**config.mk**
```make
export PLATFORM = sky130hd
export DESIGN_NAME = mandelbrot_alu_arbiter_flat
export DESIGN_NICKNAME = d
export VERILOG_FILES = /design/src/rtl/mandelbrot_alu_arbiter_if.sv /design/src/rtl/mandelbrot_alu_arbiter.sv /design/src/flat_wrapper.sv
export SDC_FILE = /design/constraint.sdc
export NUM_CORES = 1
export LEC_CHECK = 0
export CELL_PAD_IN_SITES_DETAIL_PLACEMENT = 0
export CELL_PAD_IN_SITES_GLOBAL_PLACEMENT = 1
export CORE_MARGIN = 3
export CORE_UTILIZATION = 25
export CTS_CLUSTER_DIAMETER = 80
export DETAILED_ROUTE_END_ITERATION = 7
export HOLD_SLACK_MARGIN = 0.02
export PLACE_DENSITY = 0.8
export SYNTH_ARGS = -nofsm -noshare
export SYNTH_HDL_FRONTEND = slang
export SYNTH_SLANG_ARGS = --single-unit
```
**constraint.sdc**
```tcl
create_clock -name clk -period 1.8 [get_ports clk]
set_clock_uncertainty 0.15 [all_clocks]
set_input_delay 0.27 -clock clk [delete_from_list [all_inputs] [get_ports clk]]
set_output_delay 0.27 -clock clk [all_outputs]
set_load 0.01 [all_outputs]
```
**src/rtl/mandelbrot_alu_arbiter_if.sv**
```systemverilog
// ----------------------------------------------------------------------------
// mandelbrot_alu_arbiter_if
//
// Purpose:
//   Bundles every handshake and bus signal between the ALU arbiter, the
//   per-core pixel engines and the shared mandelbrot_alu iteration engine.
//   The clock and reset stay plain module ports and are not part of this bundle.
//
// Modports:
//   master - arbiter view. It drives req_ready, rsp_*, alu_start, alu_* and
//            busy. It samples req_valid, req_* operands, alu_finished,
//            alu_zr_in, alu_zi_in, alu_size and alu_overflow.
//   slave  - environment view (requesters plus ALU), the mirror image.
//
// Signals (NUM_REQ requesters, WIDTH-bit operands):
//   req_valid/req_ready      per-requester request / accept (ready one-hot)
//   req_cr/ci/zr/zi          flattened operands, requester k at [k*WIDTH +: WIDTH]
//   rsp_valid                one-cycle per-requester result strobe
//   rsp_zr/zi/size/overflow  shared result bus qualified by rsp_valid
//   rsp_timeout              watchdog flag (0 unless the watchdog is built in)
//   alu_start, alu_cr/ci/zr/zi   start pulse and latched operands to the ALU
//   alu_finished, alu_zr_in/zi_in, alu_size/overflow   ALU done pulse and results
//   busy                     arbiter is not idle
// ----------------------------------------------------------------------------
interface mandelbrot_alu_arbiter_if #(
    parameter int NUM_REQ = 2,
    parameter int WIDTH   = 10
);
    logic [NUM_REQ-1:0]       req_valid;
    logic [NUM_REQ-1:0]       req_ready;
    logic [NUM_REQ*WIDTH-1:0] req_cr;
    logic [NUM_REQ*WIDTH-1:0] req_ci;
    logic [NUM_REQ*WIDTH-1:0] req_zr;
    logic [NUM_REQ*WIDTH-1:0] req_zi;

    logic [NUM_REQ-1:0]       rsp_valid;
    logic [WIDTH-1:0]         rsp_zr;
    logic [WIDTH-1:0]         rsp_zi;
    logic                     rsp_size;
    logic                     rsp_overflow;
    logic                     rsp_timeout;

    logic                     alu_start;
    logic [WIDTH-1:0]         alu_cr;
    logic [WIDTH-1:0]         alu_ci;
    logic [WIDTH-1:0]         alu_zr;
    logic [WIDTH-1:0]         alu_zi;
    logic                     alu_finished;
    logic [WIDTH-1:0]         alu_zr_in;
    logic [WIDTH-1:0]         alu_zi_in;
    logic                     alu_size;
    logic                     alu_overflow;

    logic                     busy;

    modport master (
        input  req_valid, req_cr, req_ci, req_zr, req_zi,
        output req_ready,
        output rsp_valid, rsp_zr, rsp_zi, rsp_size, rsp_overflow, rsp_timeout,
        output alu_start, alu_cr, alu_ci, alu_zr, alu_zi,
        input  alu_finished, alu_zr_in, alu_zi_in, alu_size, alu_overflow,
        output busy
    );

    modport slave (
        output req_valid, req_cr, req_ci, req_zr, req_zi,
        input  req_ready,
        input  rsp_valid, rsp_zr, rsp_zi, rsp_size, rsp_overflow, rsp_timeout,
        input  alu_start, alu_cr, alu_ci, alu_zr, alu_zi,
        output alu_finished, alu_zr_in, alu_zi_in, alu_size, alu_overflow,
        input  busy
    );
endinterface

```
**src/rtl/mandelbrot_alu_arbiter.sv**
```systemverilog
// ----------------------------------------------------------------------------
// mandelbrot_alu_arbiter
//
// Purpose:
//   Shares one mandelbrot_alu iteration engine between NUM_REQ pixel engines.
//   It grants requesters in round-robin order and latches the winner's
//   operands. It fires one ALU start pulse per operation and routes the
//   result back to the granted requester as a one-cycle strobe. It does no
//   arithmetic.
//
//   Sequence: IDLE -> ISSUE -> WAIT -> RESPOND -> IDLE
//   (one operation every L+3 cycles for ALU latency L).
//
// Ports:
//   clk    clock
//   reset  synchronous, active-high; the whole block returns to IDLE and
//          any in-flight operation is dropped without a response
//   bus    mandelbrot_alu_arbiter_if.master (requester + ALU signals)
//
// Parameters:
//   NUM_REQ  number of requesters (2..8)
//   WIDTH    operand / result width
//   TIMEOUT  watchdog limit in WAIT cycles (watchdog build only)
//
// Build option:
//   MANDEL_ARB_WATCHDOG_EN
//     When defined, an operation that stays in WAIT for TIMEOUT cycles
//     without alu_finished is answered with zero results and
//     rsp_overflow = rsp_timeout = 1.
//     When undefined, WAIT waits indefinitely and rsp_timeout is tied 0.
// ----------------------------------------------------------------------------
module mandelbrot_alu_arbiter #(
    parameter int NUM_REQ = 2,
    parameter int WIDTH   = 10,
    parameter int TIMEOUT = 63
) (
    input  logic                     clk,
    input  logic                     reset,
    mandelbrot_alu_arbiter_if.master bus
);

    localparam int IDX_W = (NUM_REQ > 1) ? $clog2(NUM_REQ) : 1;
    localparam logic [NUM_REQ-1:0] ONE_HOT0 = NUM_REQ'(1);

    typedef enum logic [1:0] {
        IDLE,
        ISSUE,
        WAIT,
        RESPOND
    } state_t;

    state_t             state_q;
    logic [IDX_W-1:0]   lastGrant_q;
    logic [IDX_W-1:0]   grant_q;
    logic               aluStart_q;
    logic [WIDTH-1:0]   aluCr_q;
    logic [WIDTH-1:0]   aluCi_q;
    logic [WIDTH-1:0]   aluZr_q;
    logic [WIDTH-1:0]   aluZi_q;
    logic [NUM_REQ-1:0] rspValid_q;
    logic [WIDTH-1:0]   rspZr_q;
    logic [WIDTH-1:0]   rspZi_q;
    logic               rspSize_q;
    logic               rspOverflow_q;

`ifdef MANDEL_ARB_WATCHDOG_EN
    localparam int WD_W = (TIMEOUT > 1) ? $clog2(TIMEOUT + 1) : 1;
    logic [WD_W-1:0]    wdCount_q;
    logic               rspTimeout_q;
`else
    // TIMEOUT only matters in the watchdog build; this keeps it referenced.
    logic               unusedTimeout;
    assign unusedTimeout = ^TIMEOUT;
`endif

    // Round-robin search. Start one past the last grant and wrap modulo
    // NUM_REQ, so the most recently served requester is checked last.
    logic               grantFound;
    logic [IDX_W-1:0]   grantIdx;
    logic [IDX_W:0]     candidate;

    always_comb begin
        grantFound = 1'b0;
        grantIdx   = '0;
        candidate  = '0;
        for (int i = 1; i <= NUM_REQ; i++) begin
            candidate = {1'b0, lastGrant_q} + (IDX_W+1)'(i);
            if (candidate >= (IDX_W+1)'(NUM_REQ)) begin
                candidate = candidate - (IDX_W+1)'(NUM_REQ);
            end
            if (!grantFound && bus.req_valid[candidate[IDX_W-1:0]]) begin
                grantFound = 1'b1;
                grantIdx   = candidate[IDX_W-1:0];
            end
        end
    end

    // Operation sequencer. All outputs except req_ready and busy are registered.
    // Operands are captured only in the IDLE handshake cycle. Results are
    // captured only when alu_finished arrives in WAIT, so a stray finished
    // pulse in any other state is ignored.
    always_ff @(posedge clk) begin
        if (reset) begin
            state_q       <= IDLE;
            lastGrant_q   <= IDX_W'(NUM_REQ - 1);
            grant_q       <= '0;
            aluStart_q    <= 1'b0;
            aluCr_q       <= '0;
            aluCi_q       <= '0;
            aluZr_q       <= '0;
            aluZi_q       <= '0;
            rspValid_q    <= '0;
            rspZr_q       <= '0;
            rspZi_q       <= '0;
            rspSize_q     <= 1'b0;
            rspOverflow_q <= 1'b0;
`ifdef MANDEL_ARB_WATCHDOG_EN
            wdCount_q     <= '0;
            rspTimeout_q  <= 1'b0;
`endif
        end else begin
            aluStart_q <= 1'b0;
            rspValid_q <= '0;
            case (state_q)
                IDLE: begin
                    if (grantFound) begin
                        aluCr_q     <= bus.req_cr[grantIdx*WIDTH +: WIDTH];
                        aluCi_q     <= bus.req_ci[grantIdx*WIDTH +: WIDTH];
                        aluZr_q     <= bus.req_zr[grantIdx*WIDTH +: WIDTH];
                        aluZi_q     <= bus.req_zi[grantIdx*WIDTH +: WIDTH];
                        grant_q     <= grantIdx;
                        lastGrant_q <= grantIdx;
                        aluStart_q  <= 1'b1;
                        state_q     <= ISSUE;
                    end
                end
                ISSUE: begin
`ifdef MANDEL_ARB_WATCHDOG_EN
                    wdCount_q <= '0;
`endif
                    state_q <= WAIT;
                end
                WAIT: begin
                    if (bus.alu_finished) begin
                        rspZr_q       <= bus.alu_zr_in;
                        rspZi_q       <= bus.alu_zi_in;
                        rspSize_q     <= bus.alu_size;
                        rspOverflow_q <= bus.alu_overflow;
                        rspValid_q    <= ONE_HOT0 << grant_q;
                        state_q       <= RESPOND;
`ifdef MANDEL_ARB_WATCHDOG_EN
                        rspTimeout_q  <= 1'b0;
                    end else if (wdCount_q == WD_W'(TIMEOUT - 1)) begin
                        // TIMEOUT WAIT cycles passed without a result, so
                        // answer with an overflowed pixel.
                        rspZr_q       <= '0;
                        rspZi_q       <= '0;
                        rspSize_q     <= 1'b0;
                        rspOverflow_q <= 1'b1;
                        rspTimeout_q  <= 1'b1;
                        rspValid_q    <= ONE_HOT0 << grant_q;
                        state_q       <= RESPOND;
                    end else begin
                        wdCount_q     <= wdCount_q + 1'b1;
`endif
                    end
                end
                RESPOND: begin
                    state_q <= IDLE;
                end
                default: begin
                    state_q <= IDLE;
                end
            endcase
        end
    end

    // The accept is combinational so the requester sees it in the same
    // cycle as the grant decision.
    assign bus.req_ready    = (state_q == IDLE && grantFound) ? (ONE_HOT0 << grantIdx) : '0;
    assign bus.busy         = (state_q != IDLE);

    assign bus.alu_start    = aluStart_q;
    assign bus.alu_cr       = aluCr_q;
    assign bus.alu_ci       = aluCi_q;
    assign bus.alu_zr       = aluZr_q;
    assign bus.alu_zi       = aluZi_q;

    assign bus.rsp_valid    = rspValid_q;
    assign bus.rsp_zr       = rspZr_q;
    assign bus.rsp_zi       = rspZi_q;
    assign bus.rsp_size     = rspSize_q;
    assign bus.rsp_overflow = rspOverflow_q;
`ifdef MANDEL_ARB_WATCHDOG_EN
    assign bus.rsp_timeout  = rspTimeout_q;
`else
    assign bus.rsp_timeout  = 1'b0;
`endif

endmodule

```
**src/flat_wrapper.sv**
```systemverilog
// flat-port wrapper written by rule: the top's interface ports become plain ports
module mandelbrot_alu_arbiter_flat 
#(
    parameter int NUM_REQ = 2,
    parameter int WIDTH   = 10,
    parameter int TIMEOUT = 63
)
  (clk, reset, bus_req_valid, bus_req_cr, bus_req_ci, bus_req_zr, bus_req_zi, bus_req_ready, bus_rsp_valid, bus_rsp_zr, bus_rsp_zi, bus_rsp_size, bus_rsp_overflow, bus_rsp_timeout, bus_alu_start, bus_alu_cr, bus_alu_ci, bus_alu_zr, bus_alu_zi, bus_alu_finished, bus_alu_zr_in, bus_alu_zi_in, bus_alu_size, bus_alu_overflow, bus_busy);
  mandelbrot_alu_arbiter_if #(.NUM_REQ(NUM_REQ), .WIDTH(WIDTH)) bus_i ();
  input  logic clk;
  input  logic reset;
  input wire logic [$bits(bus_i.req_valid)-1:0] bus_req_valid;
  input wire logic [$bits(bus_i.req_cr)-1:0] bus_req_cr;
  input wire logic [$bits(bus_i.req_ci)-1:0] bus_req_ci;
  input wire logic [$bits(bus_i.req_zr)-1:0] bus_req_zr;
  input wire logic [$bits(bus_i.req_zi)-1:0] bus_req_zi;
  output wire logic [$bits(bus_i.req_ready)-1:0] bus_req_ready;
  output wire logic [$bits(bus_i.rsp_valid)-1:0] bus_rsp_valid;
  output wire logic [$bits(bus_i.rsp_zr)-1:0] bus_rsp_zr;
  output wire logic [$bits(bus_i.rsp_zi)-1:0] bus_rsp_zi;
  output wire logic [$bits(bus_i.rsp_size)-1:0] bus_rsp_size;
  output wire logic [$bits(bus_i.rsp_overflow)-1:0] bus_rsp_overflow;
  output wire logic [$bits(bus_i.rsp_timeout)-1:0] bus_rsp_timeout;
  output wire logic [$bits(bus_i.alu_start)-1:0] bus_alu_start;
  output wire logic [$bits(bus_i.alu_cr)-1:0] bus_alu_cr;
  output wire logic [$bits(bus_i.alu_ci)-1:0] bus_alu_ci;
  output wire logic [$bits(bus_i.alu_zr)-1:0] bus_alu_zr;
  output wire logic [$bits(bus_i.alu_zi)-1:0] bus_alu_zi;
  input wire logic [$bits(bus_i.alu_finished)-1:0] bus_alu_finished;
  input wire logic [$bits(bus_i.alu_zr_in)-1:0] bus_alu_zr_in;
  input wire logic [$bits(bus_i.alu_zi_in)-1:0] bus_alu_zi_in;
  input wire logic [$bits(bus_i.alu_size)-1:0] bus_alu_size;
  input wire logic [$bits(bus_i.alu_overflow)-1:0] bus_alu_overflow;
  output wire logic [$bits(bus_i.busy)-1:0] bus_busy;
  assign bus_i.req_valid = bus_req_valid;
  assign bus_i.req_cr = bus_req_cr;
  assign bus_i.req_ci = bus_req_ci;
  assign bus_i.req_zr = bus_req_zr;
  assign bus_i.req_zi = bus_req_zi;
  assign bus_req_ready = bus_i.req_ready;
  assign bus_rsp_valid = bus_i.rsp_valid;
  assign bus_rsp_zr = bus_i.rsp_zr;
  assign bus_rsp_zi = bus_i.rsp_zi;
  assign bus_rsp_size = bus_i.rsp_size;
  assign bus_rsp_overflow = bus_i.rsp_overflow;
  assign bus_rsp_timeout = bus_i.rsp_timeout;
  assign bus_alu_start = bus_i.alu_start;
  assign bus_alu_cr = bus_i.alu_cr;
  assign bus_alu_ci = bus_i.alu_ci;
  assign bus_alu_zr = bus_i.alu_zr;
  assign bus_alu_zi = bus_i.alu_zi;
  assign bus_i.alu_finished = bus_alu_finished;
  assign bus_i.alu_zr_in = bus_alu_zr_in;
  assign bus_i.alu_zi_in = bus_alu_zi_in;
  assign bus_i.alu_size = bus_alu_size;
  assign bus_i.alu_overflow = bus_alu_overflow;
  assign bus_busy = bus_i.busy;
  mandelbrot_alu_arbiter #(.NUM_REQ(NUM_REQ), .WIDTH(WIDTH), .TIMEOUT(TIMEOUT)) u_core (.clk(clk), .reset(reset), .bus(bus_i));
endmodule
```
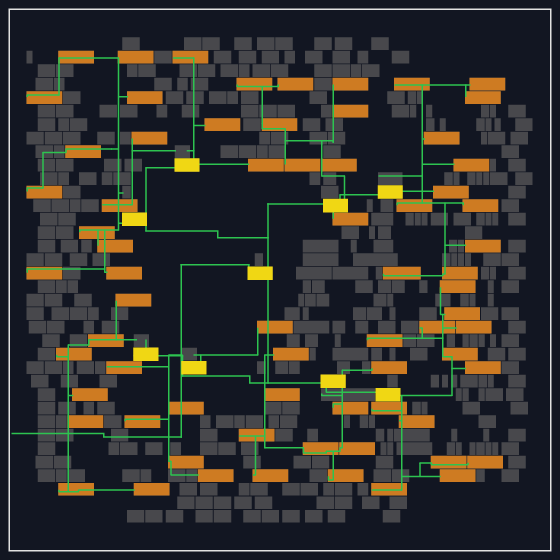
clk_routes.png
[clock drivers] yellow | count: 9
[clock wires] green | length: 985 µm
[flip-flops] orange | count: 69
routed clock nets: 10
flops lie: spread over the die
power dissipated in the clock network: 1.31 mW
clock insertion delay at the later pin of the skew report: 0.33 ns
power share of the clock group: 0.226

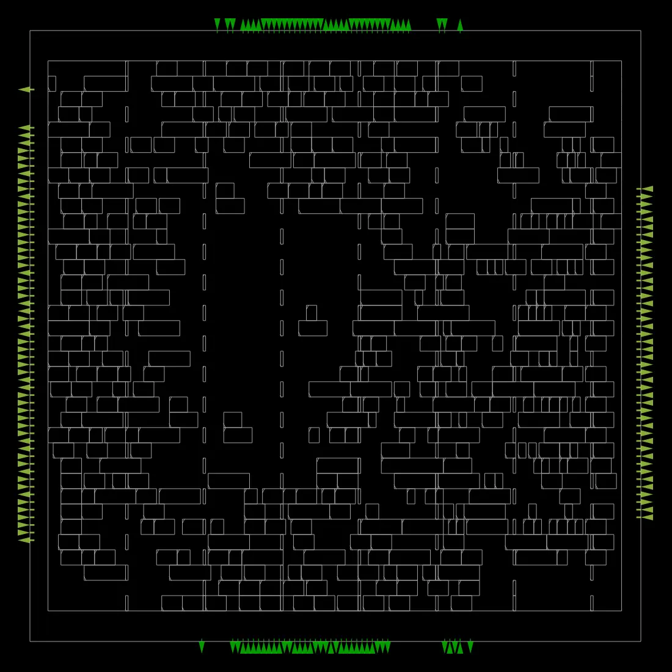
placement.png
final standard cell utilization of the core: 0.485
Flops: 69
tally of filler cells in the layout: 961
tapcell count: 133

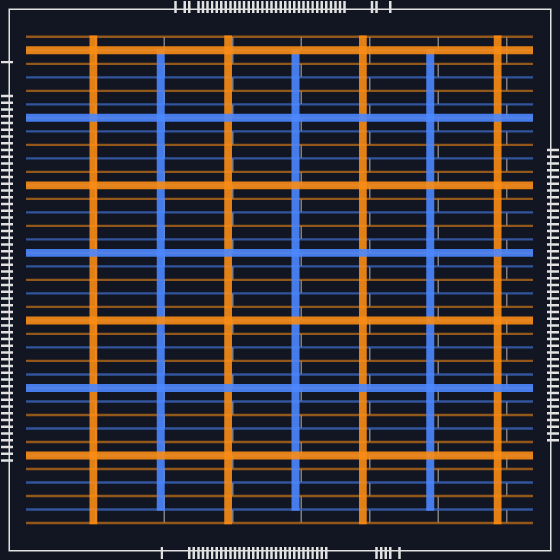
power_grid.png
Pins as bars on the die edge. Tap cells in grey.
[VSS] orange
[VDD] blue
tap cells: 133
met1 rails: 37
met4 straps: 7
met5 straps: 7

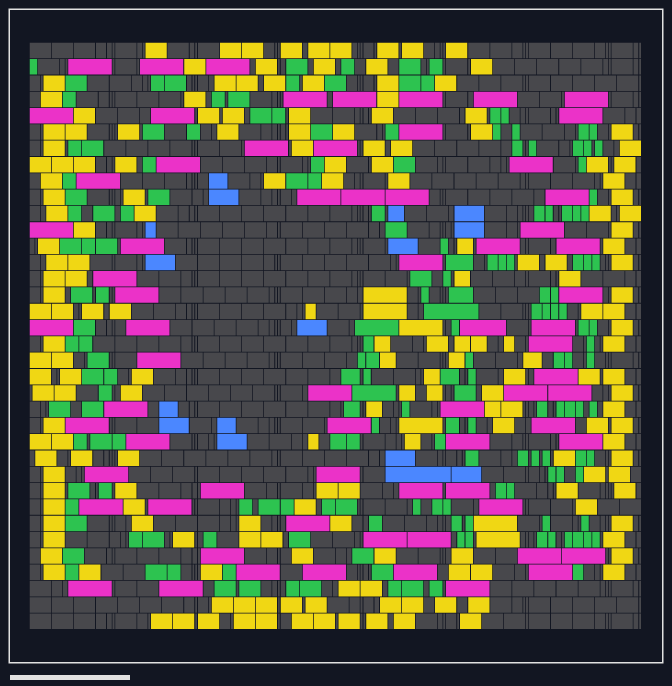
placement_by_type.png
Scale bar: 20 µm. Fill, decap, tap and diode cells in grey.
[clock drivers and dummy loads] blue | cells: 16
[remaining buffers and delay cells] yellow | cells: 193
[combinational and other logic] green | cells: 176
[sequential cells] magenta | cells: 69

==> run summary <==
The following summarizes the physical implementation.

GRT
The aggregate global-route resource usage is 0.148. The number of global-route vias before repair came to roughly 2800. Entering global routing, the biggest net connects 47 pins. The global-route wire length before repair is 13900 µm. The global-route congestion overflow total is 0. The number of antenna violations at the first check in global routing came to 0.

Status
The run finished with clean final reports.

Power and ir drop
The internal power of the cells is 3.95 mW. Of the total power, the share spent switching nets is 0.318. Total power for the finished layout comes to a little under 6 mW. The leakage component of the power is 1.97 nW. The power density relative to cell area is 1190 nW/µm². The power share of the combinational group is 0.416. The switching power is 1.84 mW. Of the total power, registers draw 0.358. The worst ir drop on vdd is 0.478 mV.

CTS
The buffer depth of the longest clock path is 2. The post-CTS setup buffer count is 0. The clock tree from TritonCTS is done.

Per the post-CTS timing run, clock transition at the registers of the reported paths is 0.08 ns. The cell chosen for the clock root is clkbuf_8. The TritonCTS buffer count is 9. The clock H-tree reported by CTS has 3 levels. According to the CTS report, the clock sink count is 69.

Buffers inserted to repair hold after CTS numbered 0.

Worst setup path
The largest individual stage delay along the critical path comes from the cell o32a_1. The endpoint of the lowest-slack register-to-register path is u_core.state_q[0]. Traced cell by cell, the critical path runs through inv_1, ha_4, buf_4, inv_1, buf_4, o32a_1, o221a_2. Looking at the critical path, the highest net fanout was 3. STA classifies the critical path endpoint as a flop. For the worst flop-to-flop path, the logic depth is 7. The termination of the worst setup path is u_core.state_q[0].

Per STA, the worst path accumulates the most delay in the family AND-OR/OR-AND gates. The required time of the critical path is roughly 1.9 ns. For this run, the slowest stage of the critical path takes 0.37 ns. The critical path is of the flop to flop type. The launching element of the worst setup path is u_core.state_q[1]. The number of logic stages on the critical path including buffering is 7. The startpoint of the lowest-slack register-to-register path is u_core.state_q[1]. The timing report notes that buffer and inverter cells on the critical path total 4. STA classifies the critical path startpoint as a flop. The data arrival time of the critical path is around 1.8 ns. The setup slack of the worst register-to-register path is 0.08 ns.

Floorplanning
The die covers 11800 µm². During I/O placement, the number of pins put on the boundary was 176. The area of the core is 10000 µm². The horizontal die size is 109 µm. The number of rows in the core area is 36. The starting density of the core is 0.264. The die height is 109 µm.

Placed design
STA on the placed design reports a worst setup slack of -0.367 ns. After its last routability iteration, the placer logged a weighted congestion of just under 0.7. The number of placed instances with taps included is 571.

The placed wire-length estimate after detailed placement is approximately 6200 µm. The instance area after placement is 4640 µm². The number of port buffers is approximately 170.

Detailed routing
The number of DRC markers after the initial detailed-route iteration is 175. According to the report, the first pass of detailed routing completed in 4 iterations. The vias per cell is 4.67. The post-route antenna net violation count is 0. After detailed routing, the average wire length per cell comes to 14.8 µm.

The post-route DRC violation count is 0. The final layout contains routed wiring with a total length of 8680 µm. The detailed router placed 2744 vias in this run.

Yosys
Of the post-synthesis cell area, the dominant cell type holds 0.523. Counting the warning lines in the Yosys log gives 0. In this run, synthesis produced a sequential element count of 69. The cell accounting for the most synthesized area is dfxtp_1. The number of nets in the synthesized netlist is 379. The area figure in the yosys stat output is 2640 µm².

The number of standard cells after synthesis is 270. The synthesized netlist contains 23 unique library cells. The post-synthesis instance area is 2640 µm².

The per-instance average area after synthesis is 9.78 µm². The sequential fraction of the synthesis area is 0.523. The cell total in the yosys stat output is 270. By area the synthesized netlist is led by dfxtp_1 52%, a221o_1 15%, and3_1 9.7%.

STA
The end-of-flow timing check tallies setup violations at 0. The hold violation count in the final report is 0. The highest clock rate is 580 MHz. The minimum period implied by the final worst setup slack is approximately 1.7 ns.

The worst path meets setup with 0.0769 ns of slack. The share of the clock period used by the worst path after layout is 0.957. Setup repair after global routing left no endpoint under its margin.

The final timing report lists a max-slew violation count of 0.

Worst hold path
The worst hold path cell count is 2. The worst min-delay path class is flop to flop.

Finish
The fraction of layout instances using a drive strength above 1 is 0.104. The final antenna diode tally reported by the flow is 0. The final instance area is 4850 µm². The post-synthesis to final-layout area growth is 83.7%. The layout net count is between 500 and 600. After the flow finishes, the layout carries non-filler instances totaling 587.

Flow run
The report counts max-capacitance violations totalling 0. The count of tool warnings is 27.
worst min-delay path by stage:
| stage | startpoint | to |
|---|---|---|
| 4_1_cts | bus_alu_zi_in[1] | u_core.bus.rsp_zi[1] |
| 3_3_place_gp | u_core.grant_q | u_core.bus.rsp_valid[0] |
| 6_report | u_core.bus.rsp_zr[8] | u_core.bus.rsp_zr[8] |
| 2_1_floorplan | bus_alu_zr_in[0] | u_core.bus.rsp_zr[0] |
| 3_5_place_dp | u_core.grant_q | u_core.bus.rsp_valid[0] |
| 5_1_grt | u_core.grant_q | u_core.bus.rsp_valid[0] |
area by class of cell:
cell class / instances / area (µm²) / share of cell area
timing repair buffer: 193 / 1940 / 0.401
sequential: 69 / 1380 / 0.285
multi-input combinational: 170 / 1130 / 0.233
tap: 133 / 166 / 0.0343
clock buffer: 10 / 138 / 0.0284
clock inverter: 6 / 68.8 / 0.0142
inverter: 6 / 22.5 / 0.00464
cell families (layout without fill, tap and decap cells):
family          count (synthesis)  after routing  share of synthesized area
compound gates                 71             71                      0.224
fa+ha+maj                       2              2                    0.00948
buf+inv                        31            215                     0.0611
flops                          69             69                      0.523
mux                             1              1                    0.00379
other cells                     1              1                    0.00142
simple gates                   95             95                      0.177
Yosys cell counts:
library cell   n
dfxtp_1       69
nand2_1       49
and3_1        41
a221o_1       40
a21oi_1       24
clkbuf_1      13
buf_2          6
inv_1          6
buf_6          4
a211oi_2       2
and2_1         2
buf_4          2
ha_1           2
conb_1         1
mux2i_1        1
nand2_2        1
nor2_1         1
nor3_1         1
o211ai_1       1
o21a_1         1
o21ai_2        1
o221a_2        1
o32a_1         1
through the flow:
step	hold slack, ns	TNS (ns)
floorplan	0.255	0
global placement	0.284	-7.24
detailed placement	0.288	-8.57
CTS	0.293	0
global route	0.308	0
finish	0.306	0
power groups by stage:
stage                     Clock (mW)  Sequential, mW  Combinational, mW
final                           1.31            2.07               2.41
after floorplan                    0            2.23              0.890
after global placement             0            2.08               2.41
after global routing            1.43            2.11               2.64
after CTS                       1.39            2.07               2.42
after detailed placement           0            2.09               2.43
placed cells by master, fill, tap and decap left out, types with 3 or more instances in the layout:
cell type | netlist | layout
a21oi_1 | 24 | 23
a221o_1 | 40 | 40
and3_1 | 41 | 41
buf_12 | 0 | 6
buf_2 | 6 | 3
buf_4 | 2 | 13
clkbuf_8 | 0 | 10
clkdlybuf4s50_1 | 0 | 170
dfxtp_1 | 69 | 68
inv_1 | 6 | 5
nand2_1 | 49 | 49
tightest hold or removal path, cell delays in order (launching register included):
cell and delay, ns:
dfxtp_1 0.31, nand2_1 0.05, a21oi_1 0.05
repair_timing:
action / CTS / global route
resized: 16 / 2
setup endpoints to repair: 4 / 22
pin swaps: 0 / 1
per-layer routing:
layer,GRT usage,wire length [µm],vias up,part of all wire
met1,0.174,3610,1272,0.42
met4,0.0352,70,0,0.0081
met5,0,0,-,0
met2,0.254,4160,117,0.48
met3,0.0604,840,6,0.097
li1,-,-,1349,-
Power and IR drop assume default switching activity.
